`config.mk`:
```
export PLATFORM = sky130hd
export DESIGN_NAME = pattern_tx_flat
export DESIGN_NICKNAME = d
export VERILOG_FILES = /design/src/rtl/pattern_tx_pkg.sv /design/src/rtl/pattern_tx_if.sv /design/src/rtl/piso_shift.sv /design/src/rtl/pattern_tx.sv /design/src/flat_wrapper.sv
export SDC_FILE = /design/constraint.sdc
export NUM_CORES = 1
export LEC_CHECK = 0
export ABC_AREA = 1
export CAP_MARGIN = 20
export CELL_PAD_IN_SITES_DETAIL_PLACEMENT = 1
export CELL_PAD_IN_SITES_GLOBAL_PLACEMENT = 1
export CORE_MARGIN = 3
export CORE_UTILIZATION = 39
export CTS_CLUSTER_SIZE = 20
export DETAILED_ROUTE_END_ITERATION = 8
export HOLD_SLACK_MARGIN = 0.15
export PLACE_DENSITY_LB_ADDON = 0.1
export SLEW_MARGIN = 20
export SYNTH_ARGS = -nofsm -noshare
export SYNTH_HDL_FRONTEND = slang
export SYNTH_SLANG_ARGS = --single-unit
export TNS_END_PERCENT = 30
```
`constraint.sdc`:
```
create_clock -name clk -period 1.9 [get_ports clk]
set_input_delay 0.38 -clock clk [delete_from_list [all_inputs] [get_ports clk]]
set_output_delay 0.38 -clock clk [all_outputs]
set_load 0.05 [all_outputs]
```
`src/rtl/pattern_tx_pkg.sv`:
```
// Shared types and elaboration-time helpers for the serial pattern transmitter.
package pattern_tx_pkg;

  typedef enum logic [1:0] {
    S_IDLE  = 2'd0,
    S_SHIFT = 2'd1,
    S_GAP   = 2'd2
  } state_e;

  // Ceiling log2 for sizing counters at elaboration time.
  function automatic int unsigned clog2(input int unsigned v);
    int unsigned r;
    r = 0;
    for (int i = 0; i < 32; i++) begin
      if ((64'd1 << i) < 64'(v)) r = 32'(i + 1);
    end
    return r;
  endfunction

  // Never let a counter width collapse to zero bits.
  function automatic int unsigned max1(input int unsigned v);
    return (v == 0) ? 1 : v;
  endfunction

endpackage

```
`src/rtl/pattern_tx_if.sv`:
```
// Load-side handshake bundle: a word plus its repeat count over valid/ready.
interface pattern_tx_if #(
  parameter int unsigned WIDTH = 6,
  parameter int unsigned REPW  = 4
);
  logic             in_valid;
  logic             in_ready;
  logic [WIDTH-1:0] data;
  logic [REPW-1:0]  reps;

  modport master (output in_valid, output data, output reps, input in_ready);
  modport slave  (input in_valid, input data, input reps, output in_ready);
endinterface

```
`src/rtl/piso_shift.sv`:
```
// Parallel-in / serial-out shift register, MSB first.
// next_msb_c exposes the bit that will sit at the MSB after this edge,
// so the owner can register the serial output without a bubble.
module piso_shift #(
  parameter int unsigned WIDTH = 6
) (
  input  logic             clk,
  input  logic             reset,
  input  logic             load,
  input  logic             shift,
  input  logic [WIDTH-1:0] pdata,
  output logic             next_msb_c
);

  logic [WIDTH-1:0] sr_q;
  logic [WIDTH-1:0] sr_d;

  // Load has priority over shift; otherwise hold.
  always_comb begin
    sr_d = sr_q;
    if (load) begin
      sr_d = pdata;
    end else if (shift) begin
      sr_d = {sr_q[WIDTH-2:0], 1'b0};
    end
  end

  assign next_msb_c = sr_d[WIDTH-1];

  // Shift register storage.
  always_ff @(posedge clk) begin
    if (reset) begin
      sr_q <= '0;
    end else begin
      sr_q <= sr_d;
    end
  end

endmodule

```
`src/rtl/pattern_tx.sv`:
```
// Serial pattern transmitter: sends an accepted word MSB-first, repeated
// max(reps,1) times, with GAP idle cycles between repeats.
module pattern_tx
  import pattern_tx_pkg::*;
#(
  parameter int unsigned WIDTH = 6,
  parameter int unsigned GAP   = 0,
  parameter int unsigned REPW  = 4
) (
  input  logic         clk,
  input  logic         reset,
  pattern_tx_if.slave  in_if,
  output logic         out,
  output logic         out_valid,
  output logic         busy,
  output logic         done
);

  localparam int unsigned BCW = max1(clog2(WIDTH));
  localparam int unsigned GW  = max1(clog2(GAP + 1));
  localparam logic [BCW-1:0] BIT_LAST = BCW'(WIDTH - 1);
  localparam logic [GW-1:0]  GAP_LAST = GW'((GAP > 0) ? GAP - 1 : GAP);
  localparam bit             HAS_GAP  = (GAP != 0);

  state_e            state_q, state_d;
  logic [BCW-1:0]    bit_cnt_q, bit_cnt_d;
  logic [GW-1:0]     gap_cnt_q, gap_cnt_d;
  logic [REPW-1:0]   rep_left_q, rep_left_d;
  logic [WIDTH-1:0]  word_q, word_d;
  logic              out_q, out_d;
  logic              out_valid_q, out_valid_d;
  logic              done_q, done_d;

  logic              sr_load;
  logic              sr_shift;
  logic [WIDTH-1:0]  sr_pdata;
  logic              next_msb_c;

  logic              in_valid_c;
  logic [WIDTH-1:0]  data_c;
  logic [REPW-1:0]   reps_c;

  assign in_valid_c     = in_if.in_valid;
  assign data_c         = in_if.data;
  assign reps_c         = in_if.reps;
  assign in_if.in_ready = (state_q == S_IDLE);
  assign busy           = (state_q != S_IDLE);
  assign out            = out_q;
  assign out_valid      = out_valid_q;
  assign done           = done_q;

  piso_shift #(.WIDTH(WIDTH)) u_piso (
    .clk        (clk),
    .reset      (reset),
    .load       (sr_load),
    .shift      (sr_shift),
    .pdata      (sr_pdata),
    .next_msb_c (next_msb_c)
  );

  // Next-state, counters and shift-register control.
  always_comb begin
    state_d    = state_q;
    bit_cnt_d  = bit_cnt_q;
    gap_cnt_d  = gap_cnt_q;
    rep_left_d = rep_left_q;
    word_d     = word_q;
    sr_load    = 1'b0;
    sr_shift   = 1'b0;
    sr_pdata   = word_q;
    done_d     = 1'b0;
    case (state_q)
      S_IDLE: begin
        if (in_valid_c) begin
          sr_load    = 1'b1;
          sr_pdata   = data_c;
          word_d     = data_c;
          rep_left_d = (reps_c == '0) ? REPW'(1) : reps_c;
          bit_cnt_d  = '0;
          state_d    = S_SHIFT;
        end
      end
      S_SHIFT: begin
        if (bit_cnt_q == BIT_LAST) begin
          bit_cnt_d  = '0;
          rep_left_d = rep_left_q - REPW'(1);
          if (rep_left_q > REPW'(1)) begin
            // Reload now; during a gap the register simply holds the word.
            sr_load = 1'b1;
            if (HAS_GAP) begin
              state_d   = S_GAP;
              gap_cnt_d = '0;
            end
          end else begin
            state_d = S_IDLE;
            done_d  = 1'b1;
          end
        end else begin
          sr_shift  = 1'b1;
          bit_cnt_d = bit_cnt_q + BCW'(1);
        end
      end
      S_GAP: begin
        if (gap_cnt_q == GAP_LAST) begin
          state_d = S_SHIFT;
        end else begin
          gap_cnt_d = gap_cnt_q + GW'(1);
        end
      end
      default: begin
        state_d = S_IDLE;
      end
    endcase
  end

  // Serial line is only driven while the next cycle is a shift cycle.
  always_comb begin
    out_valid_d = (state_d == S_SHIFT);
    out_d       = (state_d == S_SHIFT) & next_msb_c;
  end

  // State and output registers.
  always_ff @(posedge clk) begin
    if (reset) begin
      state_q     <= S_IDLE;
      bit_cnt_q   <= '0;
      gap_cnt_q   <= '0;
      rep_left_q  <= '0;
      word_q      <= '0;
      out_q       <= 1'b0;
      out_valid_q <= 1'b0;
      done_q      <= 1'b0;
    end else begin
      state_q     <= state_d;
      bit_cnt_q   <= bit_cnt_d;
      gap_cnt_q   <= gap_cnt_d;
      rep_left_q  <= rep_left_d;
      word_q      <= word_d;
      out_q       <= out_d;
      out_valid_q <= out_valid_d;
      done_q      <= done_d;
    end
  end

endmodule
```
`src/flat_wrapper.sv`:
```
// flat-port wrapper written by rule: the top's interface ports become plain ports
module pattern_tx_flat import pattern_tx_pkg::*;
#(
  parameter int unsigned WIDTH = 6,
  parameter int unsigned GAP   = 0,
  parameter int unsigned REPW  = 4
)
  (clk, reset, out, out_valid, busy, done, in_if_in_valid, in_if_data, in_if_reps, in_if_in_ready);
  pattern_tx_if #(.WIDTH(WIDTH), .REPW(REPW)) in_if_i ();
  input  logic clk;
  input  logic reset;
  output logic out;
  output logic out_valid;
  output logic busy;
  output logic done;
  input wire logic [$bits(in_if_i.in_valid)-1:0] in_if_in_valid;
  input wire logic [$bits(in_if_i.data)-1:0] in_if_data;
  input wire logic [$bits(in_if_i.reps)-1:0] in_if_reps;
  output wire logic [$bits(in_if_i.in_ready)-1:0] in_if_in_ready;
  assign in_if_i.in_valid = in_if_in_valid;
  assign in_if_i.data = in_if_data;
  assign in_if_i.reps = in_if_reps;
  assign in_if_in_ready = in_if_i.in_ready;
  pattern_tx #(.WIDTH(WIDTH), .GAP(GAP), .REPW(REPW)) u_core (.clk(clk), .reset(reset), .in_if(in_if_i), .out(out), .out_valid(out_valid), .busy(busy), .done(done));
endmodule
```
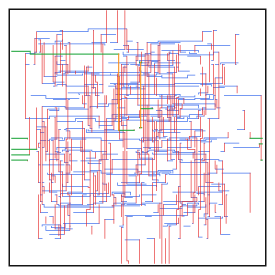
Fig. 1. Metal layers overlaid (run 1).
Drawn at 4 px/um.
Red is metal 2, wire length 1,720 um. Green is metal 3, wire length 57.0 um. Blue is metal 1, wire length 1,460 um. Orange is metal 4, wire length 35.4 um.

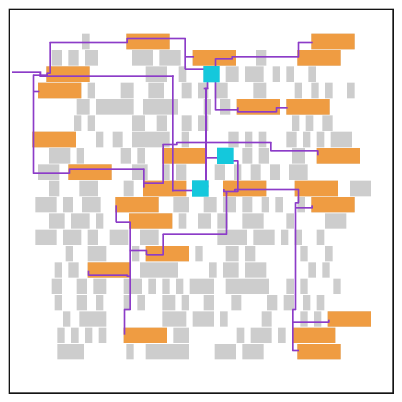
Fig. 2. Routed clock nets over the placement (run 1).
Drawn at 6 px/um.
Cyan is clock drivers, count 3. Orange is flip-flops, count 24. Purple is clock wires, length 351 um.
There are 4 routed clock nets. Position of the flops: widely spread.
clock latency at the later pin of the worst-skew pair: 0.32 ns
Clock Power Share: 25.1%
clk_skew: 0.0123 ns
clock network power: 283 uW

==> Slide: Implementation Results, run 1 <==
Physical Implementation Snapshot

Synth
  – Ys cells: 169
  – Dominant cell type by area after synthesis: dfxtp_1
  – Avg Cell Area, Syn: 7.69 um^2
  – Top cells by count: nand2_1 (31), dfxtp_1 (24), nand3_1 (22)
  – Number of enable flip-flop cells: 0
  – Ys flop type: dfxtp_1
  – Cell area leaders: dfxtp_1 (37%), nand2_1 (9.0%), nand3_1 (8.5%), inv_1 (5.5%), a21oi_2 (4.0%)
  – Synth cell types: 31
  – Synth Seq Share: 37.0%
  – FF+latch count, synth: 24
  – Synth top cell by count: nand2_1

Timing
  – Period minus WS final: about 1.8 ns
  – Pins over their slew limit: 0
  – Sum of negative setup slack: 0 ns
  – Hold Vio Cnt, Final: 0
  – Fmax: 543 MHz
  – Setup ws final: 0.0578 ns
  – Fin crit share: 97.0%
  – Worst slew pin tran: 0.498 ns
  – Slew headroom: 66.7%
  – Setup Viol. Count Final: 0

Route
  – Drt wl/cell: 14.1 um
  – DR vias/cell: 5.11
  – DRC violations left: 0
  – Number of iterations in the first detailed-routing pass: 4

Finish
  – Most frequent cells in the layout: nand2_1 (31), dfxtp_1 (24), nand3_1 (22)
  – Diode count: 0
  – Comb area share: ~44%
  – Inverters: 23
  – Layout cell share with drive strength beyond 1: 18.6%
  – Multi-input gates: between 100 and 150
  – Comb gate area: 684 um^2
  – Fill cells: between 400 and 500
  – Most common logic cell in the routed design: nand2_1
  – NumNets Final: slightly above 200
  – Clock buffer cells: 4
  – Non-clock buffer share: 13.4%

Status
  – Outcome: complete, no violations

GRT
  – Antenna violations before repair: 0
  – Largest net degree at the start of global routing: 20
  – Number of global-route vias before repair: 1,275
  – First-pass GRT wire length: slightly below 6000 um

Clock tree
  – Clock-pin slew reported for the worst setup and hold paths after clock tree synthesis: 0.15 ns
  – CTS Hold Bufs: 0
  – Clk buf depth: 2
  – # resized after CTS: 0
  – Num CTS Buffers: 3
  – Setup Fix Bufs, Post-CTS: 0
  – # clock sinks: 24
  – H-tree level count: 1

Place
  – Port buffer count: 17
  – Hpwl dp: 2590 um
  – Place WS: 0.0237 ns
  – Gpl congestion: 0.722

Worst setup path
  – Crit path launch type: flip-flop
  – Crit. End Element: primary output
  – CP Class: flip-flop to primary output
  – CP max-delay cell: clkdlybuf4s50_1
  – Bufs and invs on worst path: 1
  – CP peak stage delay: 0.80 ns
  – Cell Chain, Critical Path: clkdlybuf4s50_1
  – CP delay by family, top: buffers and inverters
  – RR Startpoint: u_core.rep_left_q[0]
  – CP Max Fanout: 1

Flow run
  – Tool Warnings: 27
  – Max Cap Viol: 0

Power and ir drop
  – VDD IR max: 276 uV
  – Power per cell area: 729 nW/um^2

Die
  – DIE AREA: slightly above 4000 um^2
  – Site Rows: 20
  – Floorplan core density: 41.6%
  – Die Y-Extent: about 64 um
  – Top Ports: 18

Worst hold path
  – HP Start: u_core.bit_cnt_q[1]
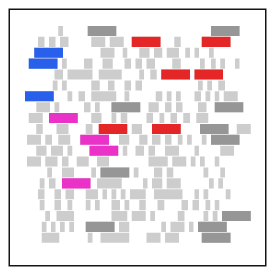
Fig. 3. Register map, names as in the netlist (run 1).
Drawn at 4 px/um. Other sequential cells in the stronger gray, the rest of the logic in the fainter gray.
Red is `u_core.u_piso.sr_q`, sequential cells 6. Blue is `u_core.bit_cnt_q`, sequential cells 3. Magenta is `u_core.rep_left_q`, sequential cells 4.
Another 11 sequential cells are not colored.
Reg area: 480 um^2
fin util: 49.6%
Seq/total area: 31.0%
P_seq: 561 uW

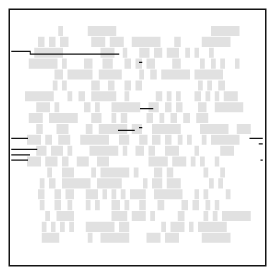
Fig. 4. Signal wires on met3 (run 1).
Drawn at 4 px/um.
The layer carries 57.0 um of wire. The wires run mostly horizontal. 9 nets have wire on it. The layer holds 1.7% of the routed length. The longest straight run is 22.1 um.
M3 GR Usage: 2.64%
vias: 1,185
Post-Route WL: 3270 um

-- run 1: per-stage QoR --
stage | cell area (um^2) | util, % | cells | hold slack, ns
floorplan | 1300 | - | 169 | 0.453
global placement | 1510 | 48.2 | 228 | 0.467
detailed placement | 1510 | 48.2 | 228 | 0.490
CTS | 1540 | 49.3 | 232 | 0.510
global route | 1550 | 49.6 | 232 | 0.539
finish | 1550 | 49.6 | 232 | 0.507
-- run 1: worst paths after layout --
kind                                            end  slack (ns)  depth (start not counted)
worst max-delay path                           done        0.06                          1
worst min-delay path            u_core.bit_cnt_q[1]        0.51                          2
worst max register to register           u_core.out        0.23                         10
worst min register to register  u_core.bit_cnt_q[1]        0.51                          2
-- run 1: cell families (layout without fill, tap and decap cells) --
group                      Yosys count  in the layout  share of synthesized area, %
AOI/OAI and AO/OA                   28             28                          14.9
DFF                                 24             24                          37.0
adders and majority gates            2              2                          1.92
buffers and inverters               29             48                          11.0
and+or+nand+nor                     85             85                          34.9
other                                1              1                         0.288
-- run 1: state kept, by name, summed over array words and instances, names as in the netlist --
| signal | count |
|---|---|
| u_core.bit_cnt_q | 3 |
| u_core.word_q | 6 |
| u_core.u_piso.sr_q | 6 |
| u_core.out | 1 |
| u_core.done | 1 |
| u_core.out_valid | 1 |
| u_core.rep_left_q | 4 |
| u_core.state_q | 2 |
-- run 1: report_power, final --
group | switching [mW] | internal, mW | leakage [nW]
sequential | 0.0245 | 0.537 | 0.197
combinational | 0.177 | 0.108 | 0.420
clock | 0.166 | 0.117 | 0.0210
-- run 1: routing by layer --
metal	track usage (%)	vias up	part of all wire, %
li1	-	598	-
met1	21.9	571	45
met2	33.8	11	53
met3	2.64	5	1.7
met4	4.85	0	1.1
met5	0	-	0
## Run 2: what changed since run 1
--- a/config.mk
+++ b/config.mk
@@ -11,6 +11,7 @@
 export CELL_PAD_IN_SITES_GLOBAL_PLACEMENT = 1
 export CORE_MARGIN = 3
 export CORE_UTILIZATION = 39
+export CTS_BUF_LIST = sky130_fd_sc_hd__clkbuf_16
 export CTS_CLUSTER_SIZE = 20
 export DETAILED_ROUTE_END_ITERATION = 8
 export HOLD_SLACK_MARGIN = 0.15
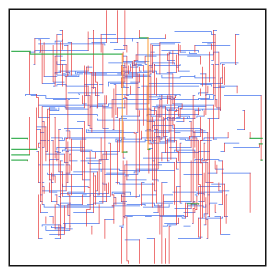
Fig. 5. Metal layers overlaid (run 2).
Drawn at 4 px/um.
Orange is metal 4, wire length 52.4 um. Green is metal 3, wire length 56.8 um. Red is metal 2, wire length 1,770 um. Blue is metal 1, wire length 1,430 um.

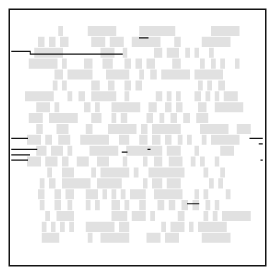
Fig. 6. Signal wires on met3 (run 2).
Drawn at 4 px/um.
The layer carries 56.8 um of wire. 10 nets have wire on it. The longest straight run is 23.0 um.
Post-Route WL: 3310 um
vias: 1,198

==> run 2 against run 1 <==
  * Maximum frequency is 5.5% higher
  * Total power is 16% higher
  * Non-clock buffer count stayed put
  * Register-to-register slack hardly changed
  * Clock power is 65% higher
  * Final cell count stayed put
  * Sequential power hardly changed
  * Via count is 1.1% higher
  * Largest cell class unchanged
==> Slide: Implementation Results, run 2 <==
Physical Implementation Snapshot

Timing
  – Pins over their slew limit: 0 (unchanged)
  – Sum of negative setup slack: 0 ns (unchanged)
  – Slew headroom: 66.8% (was 66.7%)
  – Period minus WS final: 1.75 ns (was 1.84 ns)
  – Setup ws final: 0.153 ns (was 0.0578 ns)
  – Fin crit share: 91.9% (was 97.0%)
  – Worst slew pin tran: 0.496 ns (was 0.498 ns)
  – Fmax: 572 MHz (was 543 MHz)
  – Setup Viol. Count Final: 0 (unchanged)

Die
  – Floorplan core density: 41.6% (unchanged)
  – Die Y-Extent: 63.7 um (unchanged)
  – Top Ports: 18 (unchanged)
  – DIE AREA: 4060 um^2 (unchanged)
  – Site Rows: 20 (unchanged)

Worst setup path
  – Worst Reg-to-Reg Cells: 10 (unchanged)
  – CP Class: flip-flop to primary output (unchanged)
  – CP peak stage delay: 0.80 ns (about the same)
  – Reg2Reg Setup Slack: 0.24 ns (was 0.23 ns)
  – CP delay by family, top: buffers and inverters (unchanged)
  – RR Startpoint: u_core.rep_left_q[0] (unchanged)
  – FF-to-FF End: u_core.out (unchanged)
  – Crit. End Element: primary output (unchanged)

Finish
  – Most frequent cells in the layout: nand2_1 (31), dfxtp_1 (24), nand3_1 (22) (unchanged)
  – Final Instance Area: 1590 um^2 (was 1550 um^2)
  – NumNets Final: 204 (unchanged)
  – Diode count: 0 (unchanged)
  – Top Registers: u_core.u_piso.sr_q: 6 flops, u_core.word_q: 6 flops, u_core.rep_left_q: 4 flops (unchanged)
  – Layout cell share with drive strength beyond 1: 18.1% (was 18.6%)
  – Fin util: 50.9% (was 49.6%)

Synth
  – Cell area leaders: dfxtp_1 (37%), nand2_1 (9.0%), nand3_1 (8.5%), inv_1 (5.5%), a21oi_2 (4.0%) (unchanged)
  – FF+latch count, synth: 24 (unchanged)

Flow run
  – Tool Warnings: 27 (unchanged)

GRT
  – Most Crowded Layer GR: met2 (unchanged)
  – M3 GR Usage: 2.64% (unchanged)
  – Met1 Use GR: 21.6% (was 21.9%)
  – Antenna violations before repair: 0 (unchanged)
  – Met2 Resource Use GR: 34.2% (was 33.8%)
  – Number of global-route vias before repair: 1,282 (was 1,275)

Worst hold path
  – Worst Hold End: u_core.bit_cnt_q[1] (unchanged)
  – Hold Path Depth: 2 (unchanged)
  – HP Start: u_core.bit_cnt_q[1] (unchanged)

Clock tree
  – CTS Hold Bufs: 0 (unchanged)
  – Clock latency at the later pin of the worst-skew pair: 0.26 ns (was 0.32 ns)
  – Num CTS Buffers: 3 (unchanged)
  – H-tree level count: 1 (unchanged)
  – Clock-pin slew reported for the worst setup and hold paths after clock tree synthesis: 0.06 ns (was 0.15 ns)
  – # clock sinks: 24 (unchanged)
  – Clk buf depth: 2 (unchanged)

Route
  – DRC violations left: 0 (unchanged)
  – DR vias/cell: 5.16 (was 5.11)

Power and ir drop
  – VDD IR max: 297 uV (was 276 uV)

Place
  – Place WS: 0.0237 ns (unchanged)
  – Placed cell area: 1510 um^2 (unchanged)

Status
  – Outcome: complete, no violations (unchanged)
run 2: cell counts after synthesis:
Identical to the previous run, type by type.
run 2: worst max path at each step:
| stage | from | to | depth (start not counted) |
|---|---|---|---|
| after floorplan | u_core.state_q[1] | u_core.u_piso.sr_q[4] | 7 |
| after global placement | in_if_in_valid | u_core.rep_left_q[2] | 6 |
| after detailed placement | in_if_in_valid | u_core.rep_left_q[3] | 6 |
| after CTS | u_core.done | done | 1 |
| after global routing | u_core.rep_left_q[0] | u_core.out | 10 |
| final | u_core.done | done | 1 |
run 2: layer usage:
layer / wire, um / part of all wire, % / vias up
met4: 52 / 1.6 / 0
met3: 56 / 1.7 / 4
met1: 1430 / 43 / 581
li1: - / - / 601
met2: 1770 / 53 / 12
met5: 0 / 0 / -
run 2: area by class of cell:
type | instances | area, um^2
Fill cell | 413 | 1540
Multi-Input combinational cell | 116 | 684
Sequential cell | 24 | 480
Timing Repair Buffer | 21 | 208
Inverter | 23 | 86.3
Clock buffer | 3 | 75.1
Tap cell | 44 | 55.1
Clock inverter | 1 | 3.75
run 2: worst reg2reg max path: cells and delay by family, from the launching register on:
family	cells	cell delay [ns]
buffers and inverters	2	0.19
and+or+nand+nor	7	0.78
DFF	1	0.38
adders and majority gates	1	0.22
run 2: power by group:
group | internal [mW] | total (mW) | switching (mW)
Combinational | 0.108 | 0.286 | 0.178
Clock | 0.282 | 0.468 | 0.186
Sequential | 0.537 | 0.561 | 0.0245
run 2: cells by family after synthesis:
family,share of synthesized area (%)
simple gates,34.9
buf+inv,11.0
compound gates,14.9
flops,37.0
fa+ha+maj,1.92
other cells,0.288
Power figures rest on the tool's default switching activity, not on a simulated workload.
